## config.mk

```make
export PLATFORM = sky130hd
export DESIGN_NAME = sap1_computer
export DESIGN_NICKNAME = d
export VERILOG_FILES = /design/src/rtl/sap1_pkg.sv /design/src/rtl/sap1_controller.sv /design/src/rtl/sap1_computer.sv
export SDC_FILE = /design/constraint.sdc
export NUM_CORES = 1
export LEC_CHECK = 0
export CORE_UTILIZATION = 28
export CTS_CLUSTER_DIAMETER = 60
export DETAILED_ROUTE_END_ITERATION = 8
export PLACE_DENSITY = 0.54
export REMOVE_ABC_BUFFERS = 1
export SLEW_MARGIN = 5
export SYNTH_ARGS = -nofsm -noshare
export SYNTH_HDL_FRONTEND = slang
export SYNTH_SLANG_ARGS = --single-unit
```

## constraint.sdc

```tcl
create_clock -name Clk -period 4.1 [get_ports Clk]
set_input_delay 0.82 -clock Clk [delete_from_list [all_inputs] [get_ports Clk]]
set_output_delay 0.82 -clock Clk [all_outputs]
set_load 0.01 [all_outputs]
```

## src/rtl/sap1_pkg.sv

```systemverilog
`timescale 1ns/1ps
`default_nettype none
// ============================================================================
//  Module      : sap1_pkg
//  Description : Shared opcodes, ring-counter states, control-word bit
//                positions, control-word constants and the built-in program
//                image for the SAP-1 computer.
//  Revision    : 1.0 - initial release
// ============================================================================
package sap1_pkg;

    // Opcodes carried in IR[7:4]; any other value executes as a NOP.
    localparam logic [3:0] c_OP_LDA = 4'h0;
    localparam logic [3:0] c_OP_ADD = 4'h1;
    localparam logic [3:0] c_OP_SUB = 4'h2;
    localparam logic [3:0] c_OP_OUT = 4'hE;
    localparam logic [3:0] c_OP_HLT = 4'hF;

    // Six-phase ring counter, one phase per clock.
    typedef enum logic [2:0] {
        T1 = 3'd0,
        T2 = 3'd1,
        T3 = 3'd2,
        T4 = 3'd3,
        T5 = 3'd4,
        T6 = 3'd5
    } ring_t;

    // Bit positions inside the 12-bit control word
    // {Cp,Ep,nLm,nCE,nLi,nEi,nLa,Ea,Su,Eu,nLb,nLo}. Names starting with N are
    // active-low strobes.
    localparam int c_CP  = 11;
    localparam int c_EP  = 10;
    localparam int c_NLM = 9;
    localparam int c_NCE = 8;
    localparam int c_NLI = 7;
    localparam int c_NEI = 6;
    localparam int c_NLA = 5;
    localparam int c_EA  = 4;
    localparam int c_SU  = 3;
    localparam int c_EU  = 2;
    localparam int c_NLB = 1;
    localparam int c_NLO = 0;

    // Control words for each phase.
    localparam logic [11:0] c_CW_IDLE     = 12'h3E3; // nothing driven or loaded
    localparam logic [11:0] c_CW_FETCH_PC = 12'h5E3; // T1: PC -> MAR
    localparam logic [11:0] c_CW_INC_PC   = 12'hBE3; // T2: PC + 1
    localparam logic [11:0] c_CW_LOAD_IR  = 12'h263; // T3: mem -> IR
    localparam logic [11:0] c_CW_OPND_MAR = 12'h1A3; // T4: IR[3:0] -> MAR
    localparam logic [11:0] c_CW_LDA_T5   = 12'h2C3; // mem -> A
    localparam logic [11:0] c_CW_MEM_B    = 12'h2E1; // mem -> B
    localparam logic [11:0] c_CW_ADD_T6   = 12'h3C7; // A + B -> A
    localparam logic [11:0] c_CW_SUB_T6   = 12'h3CF; // A - B -> A
    localparam logic [11:0] c_CW_OUT_T4   = 12'h3F2; // A -> OUT

    // Built-in program, byte i at bits [8*i +: 8]:
    //   0: LDA 9   1: ADD A   2: SUB B   3: OUT   4: HLT
    //   9: 0x10    A: 0x14    B: 0x18    others: 0x00
    localparam logic [127:0] c_BUILTIN_PROGRAM = {
        8'h00, 8'h00, 8'h00, 8'h00,          // F..C
        8'h18, 8'h14, 8'h10,                 // B..9
        8'h00, 8'h00, 8'h00, 8'h00,          // 8..5
        8'hF0, 8'hE0, 8'h2B, 8'h1A, 8'h09    // 4..0
    };

endpackage
`default_nettype wire

```

## src/rtl/sap1_controller.sv

```systemverilog
`timescale 1ns/1ps
`default_nettype none
// ============================================================================
//  Module      : sap1_controller
//  Description : Six-phase ring counter, HLT latch and control-word decoder
//                for the SAP-1 computer.
//  Revision    : 1.0 - initial release
// ============================================================================
module sap1_controller
    import sap1_pkg::*;
(
    input  logic        clk,
    input  logic        rst,
    input  logic [3:0]  i_opcode,
    output logic [11:0] o_contword,
    output logic        o_hlt
);

    ring_t       r_state;
    ring_t       w_state_next;
    logic        r_hlt;
    logic        w_hlt_set;
    logic [11:0] w_contword;

    // HLT is latched at the edge that ends T4 of a HLT instruction.
    assign w_hlt_set = (r_state == T4) && (i_opcode == c_OP_HLT);

    // Ring counter and halt latch.
    always_ff @(posedge clk or posedge rst) begin
        if (rst) begin
            r_state <= T1;
            r_hlt   <= 1'b0;
        end else begin
            r_state <= w_state_next;
            r_hlt   <= r_hlt | w_hlt_set;
        end
    end

    // Next phase and control-word decode from (phase, opcode).
    always_comb begin
        w_state_next = r_state;
        w_contword   = c_CW_IDLE;

        case (r_state)
            T1:      w_state_next = T2;
            T2:      w_state_next = T3;
            T3:      w_state_next = T4;
            T4:      w_state_next = T5;
            T5:      w_state_next = T6;
            T6:      w_state_next = T1;
            default: w_state_next = T1;
        endcase

        case (r_state)
            T1: w_contword = c_CW_FETCH_PC;
            T2: w_contword = c_CW_INC_PC;
            T3: w_contword = c_CW_LOAD_IR;
            T4: begin
                case (i_opcode)
                    c_OP_LDA, c_OP_ADD, c_OP_SUB: w_contword = c_CW_OPND_MAR;
                    c_OP_OUT:                     w_contword = c_CW_OUT_T4;
                    default:                      w_contword = c_CW_IDLE;
                endcase
            end
            T5: begin
                case (i_opcode)
                    c_OP_LDA:           w_contword = c_CW_LDA_T5;
                    c_OP_ADD, c_OP_SUB: w_contword = c_CW_MEM_B;
                    default:            w_contword = c_CW_IDLE;
                endcase
            end
            T6: begin
                case (i_opcode)
                    c_OP_ADD: w_contword = c_CW_ADD_T6;
                    c_OP_SUB: w_contword = c_CW_SUB_T6;
                    default:  w_contword = c_CW_IDLE;
                endcase
            end
            default: w_contword = c_CW_IDLE;
        endcase

        // Once halted the machine parks in T5 with every strobe inactive, so
        // no register in the datapath can change until the next clear.
        if (r_hlt) begin
            w_state_next = r_state;
            w_contword   = c_CW_IDLE;
        end
    end

    assign o_contword = w_contword;
    assign o_hlt      = r_hlt;

endmodule
`default_nettype wire

```

## src/rtl/sap1_computer.sv

```systemverilog
`timescale 1ns/1ps
`default_nettype none
// ============================================================================
//  Module      : sap1_computer
//  Description : SAP-1 8-bit computer: PC, MAR, 16x8 ROM, IR, A, B,
//                adder/subtractor and output register on one shared bus,
//                sequenced by sap1_controller.
//  Revision    : 1.0 - initial release
// ============================================================================
module sap1_computer
    import sap1_pkg::*;
#(
    // 16x8 program image, byte i at bits [8*i +: 8]. The memory is never
    // written, so it is realised as a constant table.
    parameter logic [127:0] MEM_IMAGE = c_BUILTIN_PROGRAM
)(
    input  logic        Clk,
    input  logic        Clr,
    output logic        HLT,
    output logic [7:0]  LEDOUT,
    output logic [11:0] CONTWORD
);

    logic [3:0]  r_pc;
    logic [3:0]  r_mar;
    logic [7:0]  r_ir;
    logic [7:0]  r_a;
    logic [7:0]  r_b;
    logic [7:0]  r_out;

    logic [11:0] w_cw;
    logic        w_hlt;
    logic [7:0]  w_mem;
    logic [7:0]  w_alu;
    logic [7:0]  w_bus;

    sap1_controller u_ctrl (
        .clk        (Clk),
        .rst        (Clr),
        .i_opcode   (r_ir[7:4]),
        .o_contword (w_cw),
        .o_hlt      (w_hlt)
    );

    // Combinational memory read at the address held in MAR.
    assign w_mem = MEM_IMAGE[{r_mar, 3'b000} +: 8];

    // 8-bit modulo-256 adder/subtractor, no flags.
    assign w_alu = w_cw[c_SU] ? (r_a - r_b) : (r_a + r_b);

    // Bus source select; the controller never enables two sources at once.
    always_comb begin
        w_bus = 8'h00;
        if (w_cw[c_EP]) begin
            w_bus = {4'h0, r_pc};
        end else if (!w_cw[c_NCE]) begin
            w_bus = w_mem;
        end else if (!w_cw[c_NEI]) begin
            w_bus = {4'h0, r_ir[3:0]};
        end else if (w_cw[c_EA]) begin
            w_bus = r_a;
        end else if (w_cw[c_EU]) begin
            w_bus = w_alu;
        end
    end

    // Fetch-side registers: program counter, memory address, instruction.
    always_ff @(posedge Clk or posedge Clr) begin
        if (Clr) begin
            r_pc  <= 4'h0;
            r_mar <= 4'h0;
            r_ir  <= 8'h00;
        end else begin
            if (w_cw[c_CP]) begin
                r_pc <= r_pc + 4'd1;
            end
            if (!w_cw[c_NLM]) begin
                r_mar <= w_bus[3:0];
            end
            if (!w_cw[c_NLI]) begin
                r_ir <= w_bus;
            end
        end
    end

    // Execute-side registers: accumulator, B and output register.
    always_ff @(posedge Clk or posedge Clr) begin
        if (Clr) begin
            r_a   <= 8'h00;
            r_b   <= 8'h00;
            r_out <= 8'h00;
        end else begin
            if (!w_cw[c_NLA]) begin
                r_a <= w_bus;
            end
            if (!w_cw[c_NLB]) begin
                r_b <= w_bus;
            end
            if (!w_cw[c_NLO]) begin
                r_out <= w_bus;
            end
        end
    end

    assign HLT      = w_hlt;
    assign LEDOUT   = r_out;
    assign CONTWORD = w_cw;

endmodule
`default_nettype wire

```

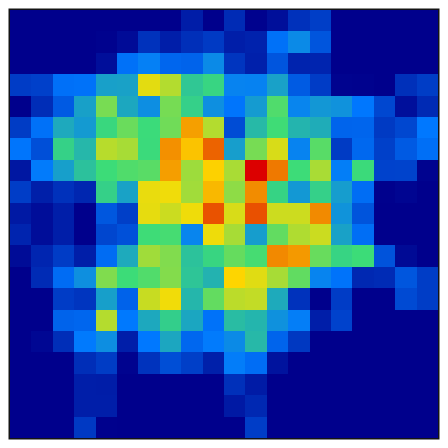
*Routed metal per tile, run 1*
20 x 20 tiles, from dark blue (low) to red (high), scaled to the fullest tile. Values are wire area over tile area, all layers added.
emptiest ninth of the die = lower right
nearly empty tiles = 33%
densest ninth of the die = center

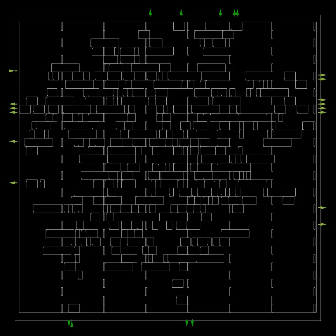
*Placed standard cells, run 1*
core area: 9280 µm²
number of non-filler instances in the completed layout: 434
count of fill cells added during filler insertion: 975
final core utilization: 0.342
number of sequential cells: 44

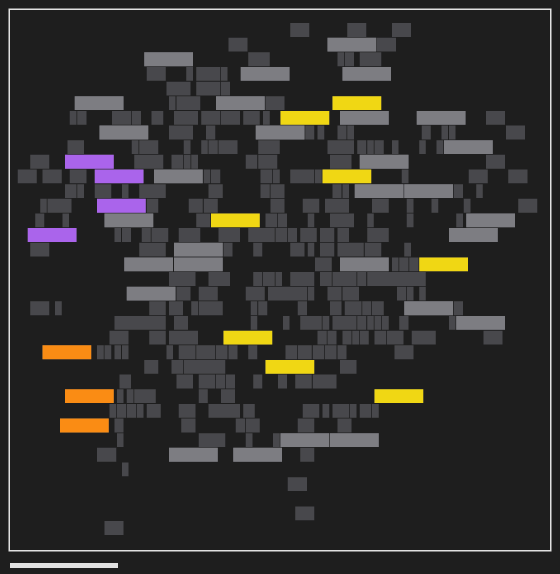
*Sequential cells colored by netlist name, run 1*
Bar = 20 µm. Other sequential cells in the stronger gray, the rest of the logic in the fainter gray.
u_ctrl.r_state -> orange  # sequential cells 3
r_pc -> purple  # sequential cells 4
r_a -> yellow  # sequential cells 8
not colored = 29

==> notes.md, run 1 <==
The implementation run finished. Sequential area share after synthesis landed at 0.407. Looking at the setup timing report, the critical path kind is reg -> reg. Number of warnings printed during yosys synthesis landed at 0. Of the total power, combinational logic draws 0.012. The floorplan step defined a die boundary enclosing 10,100 µm². Top cell type's share of synthesized area landed at 0.407. Logged for this run, the post-placement worst setup slack is 651 ps.

Setup total negative slack landed at 0 ps. The most critical setup path has its endpoint at r_b[3]$_DFFE_PP0N_. Total power after layout landed at roughly 0.00080 W. The final report lists the setup-violating endpoint count as 0. Area used by multi-input combinational logic landed at 1470 µm². On the worst setup and hold paths after CTS, the clock-pin slew comes to 90 ps. Detailed-route DRC error count landed at 0. Post-route worst hold slack landed at 478 ps. Clock latency at the later pin of the worst-skew pair landed at around 300 ps. The longest clock path from root to sink contains 2 buffers. The run finished with clean final reports. The number of antenna violations at the first check in global routing came to 0. In this design, the critical path's most frequently occurring cell is sky130_fd_sc_hd__mux2_2. The flow inserted 129 tap cells. Warning total across the stage logs landed at 30. Max capacitance violation total landed at 0.
==> run 2: changes to the inputs <==
- SKIP_LAST_GASP: unset -> 1
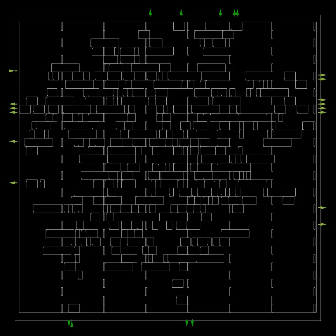
*Placed standard cells, run 2*
Tap Count: 129
row cnt: 35
flip-flop and latch share of the layout cell area: 0.347

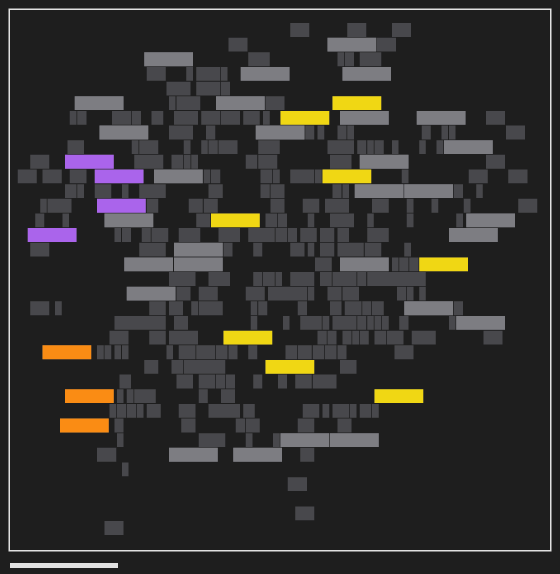
*Sequential cells colored by netlist name, run 2*
Bar = 20 µm. Other sequential cells in the stronger gray, the rest of the logic in the fainter gray.
r_a -> yellow  # sequential cells 8
r_pc -> purple  # sequential cells 4
u_ctrl.r_state -> orange  # sequential cells 3
not colored = 29
power in sequential cells: 0.000434 W
footprint of the flip-flops and latches: 1100 µm²

==> run 2 against run 1 <==
Compared with the run above:
- via count unchanged
- global-route usage is the same
- register-to-register slack about the same
- highest routed layer unchanged
==> notes.md, run 2 <==
The implementation run finished. The combinational share of power was 0.012 (about the same). The highest layer touched by signal routing is met4. The clock slew seen by the registers of the worst setup and hold paths was 90 ps (about the same). Number of setup violations in the final report landed at 0 (unchanged). Filler cell count in the final layout landed at 975 (unchanged). Counting tap cells, the placed design contains a total of between 400 and 500 instances. Max capacitance violation total landed at 0 (unchanged). The setup total negative slack was 0 ps (unchanged). The run finished with clean final reports.

Post-layout net count landed at 322. Core footprint landed at 9280 µm² (unchanged). The area used by multi-input combinational logic came to 1470 µm² (unchanged). Detailed-route DRC error count landed at 0 (unchanged). The utilization of the core after routing came to 0.342 (unchanged).

Fraction of layout instances using a drive strength above 1 landed at 0.111. Maximum buffer depth of the clock tree landed at 2 (unchanged). The sequential area share after synthesis was 0.407 (unchanged). Overall chip area landed at 10,100 µm² (unchanged).

Number of antenna violations at the first check in global routing landed at 0 (unchanged). The clock latency at the later pin of the worst-skew pair is 300 ps (about the same). Worst-case setup slack after placement landed at 651 ps (unchanged). The largest single stage delay on the critical path is 600 ps. The post-route worst hold slack was 478 ps (unchanged). Number of warnings printed during yosys synthesis landed at 0 (unchanged).

The total number of sequential cells is 44 (unchanged). In this design, the critical path's most frequently occurring cell is sky130_fd_sc_hd__mux2_2. By startpoint and endpoint, the worst setup path is classified as reg -> reg. Total power after layout landed at 0.000805 W (unchanged). The top cell type's share of synthesized area is 0.407 (unchanged).

The warning total across the stage logs was 30 (unchanged). The post-route non-filler standard cell count was 434 (unchanged).
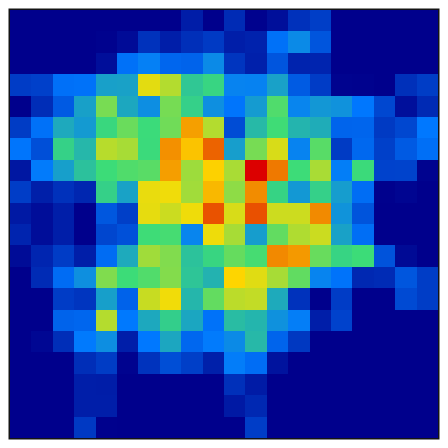
*Routed metal per tile, run 2*
20 x 20 tiles, from dark blue (low) to red (high), scaled to the fullest tile. Values are wire area over tile area, all layers added.
emptiest ninth of the die = lower right
fullest tile = 0.45
mean over tiles = 0.10
tiles over half the peak = 18%
densest ninth of the die = center
nearly empty tiles = 33%

### Cells by drive strength, run 2

Bar = 20 µm.
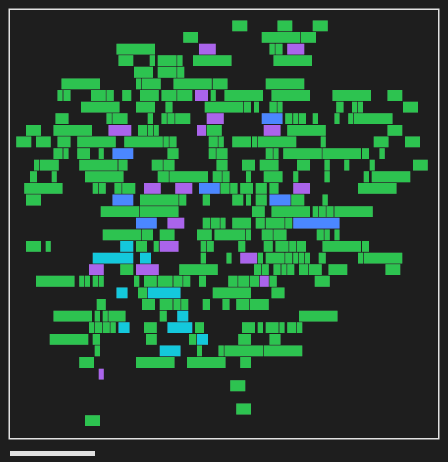

==> run 3: changes to the inputs <==
- clock period: 4.1 -> 4.4 ns (I/O delays scaled with it)
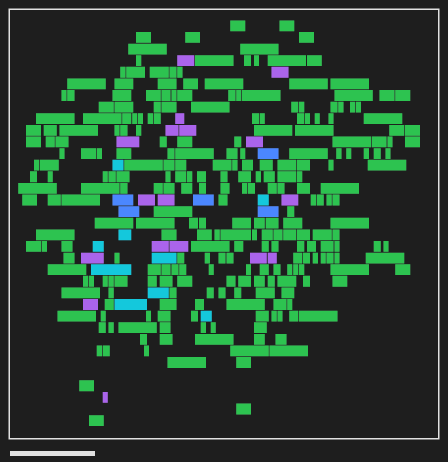
*Cells by drive strength, run 3*
Bar = 20 µm.
_0 and _1 cells -> green  # cells 271, share 90%
_2 cells -> purple  # cells 17, share 5.6%
_6 and larger -> blue  # cells 5, share 1.7%
_3 and _4 cells -> cyan  # cells 9, share 3.0%

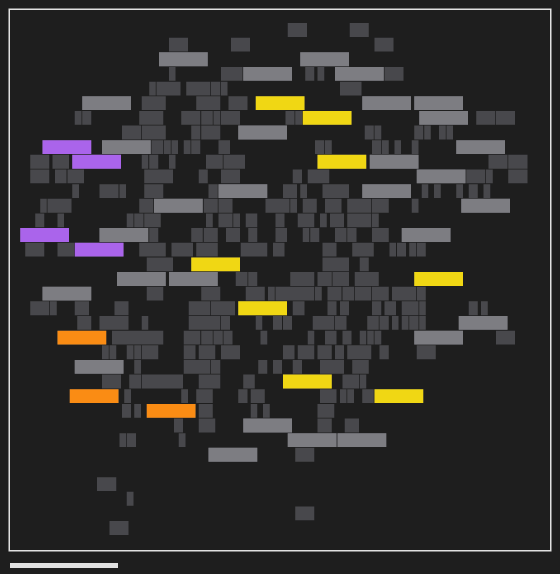
*Sequential cells colored by netlist name, run 3*
Bar = 20 µm. Other sequential cells in the stronger gray, the rest of the logic in the fainter gray.
r_pc -> purple  # sequential cells 4
u_ctrl.r_state -> orange  # sequential cells 3
r_a -> yellow  # sequential cells 8
not colored = 29

==> run 3 against run 2 <==
Compared with the run above:
- worst hold slack got worse by 4.2 ps
- core utilization fell by 0.55 points
- via count fell by 1.7%
- count of clock-buffer cells in the layout fell by 1
- largest cell class unchanged
- synthesized cell count did not move
- wire length rose by 0.21%
- sequential power fell by 6.9%
==> notes.md, run 3 <==
The implementation run finished. The total power after layout was 0.000678 W (-16%). Filler cell count in the final layout landed at 997 (+2.3%). The standard-cell row count came to 35 (unchanged).

The delay contributed by the slowest stage of the critical path was 670 ps (+70 ps). The clock slew seen by the registers of the worst setup and hold paths is 90 ps (about the same). Total number of tap cells landed at 129 (unchanged). Warning total across the stage logs landed at 30 (unchanged). Maximum buffer depth of the clock tree landed at 2 (unchanged). Total number of sequential cells landed at 44 (unchanged).

The number of setup violations in the final report is 0 (unchanged). The worst-case setup slack after placement is 850 ps (+199 ps). The post-route non-filler standard cell count came to 431 (-0.69%). The flow ran to the end, and the final reports show no timing, DRC or antenna violations.

The clock latency at the later pin of the worst-skew pair was 300 ps (about the same). The sequential area share after synthesis came to 0.407 (unchanged). Utilization of the core after routing landed at 0.336 (-0.00553). The critical path in this run is classified as reg -> out. The fraction of layout instances using a drive strength above 1 is 0.103 (-0.00883). The number of antenna violations at the first check in global routing is 0 (unchanged). The overall chip area was 10,100 µm² (unchanged). The max capacitance violation total is 0 (unchanged).

The number of warnings printed during yosys synthesis came to 0 (unchanged). The detailed-route DRC error count is 0 (unchanged). Post-route worst hold slack landed at 473 ps (-4.17 ps). Post-layout net count landed at 319 (-0.93%).

The sequential group power is 0.000404 W (-6.9%). Area used by multi-input combinational logic landed at 1470 µm² (unchanged). Routed signal wires occupy layers up through met4.
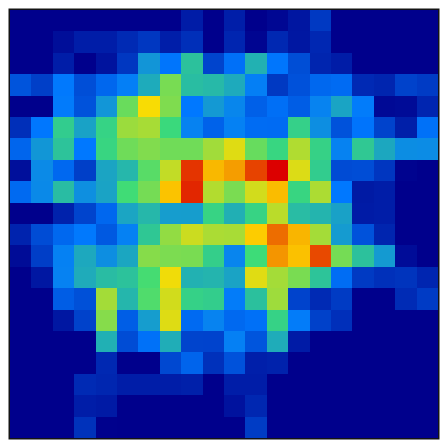
*Routed metal per tile, run 3*
20 x 20 tiles, from dark blue (low) to red (high), scaled to the fullest tile. Values are wire area over tile area, all layers added.
mean over tiles = 0.10
nearly empty tiles = 32%
fullest tile = 0.46
densest ninth of the die = center
emptiest ninth of the die = lower right
tiles over half the peak = 15%
detailed-route via count: 2,082
global router's overall resource usage: 0.142
Final Routed Wirelength: 6600 µm

No activity file was given, so power comes from the tool's default toggle rates.
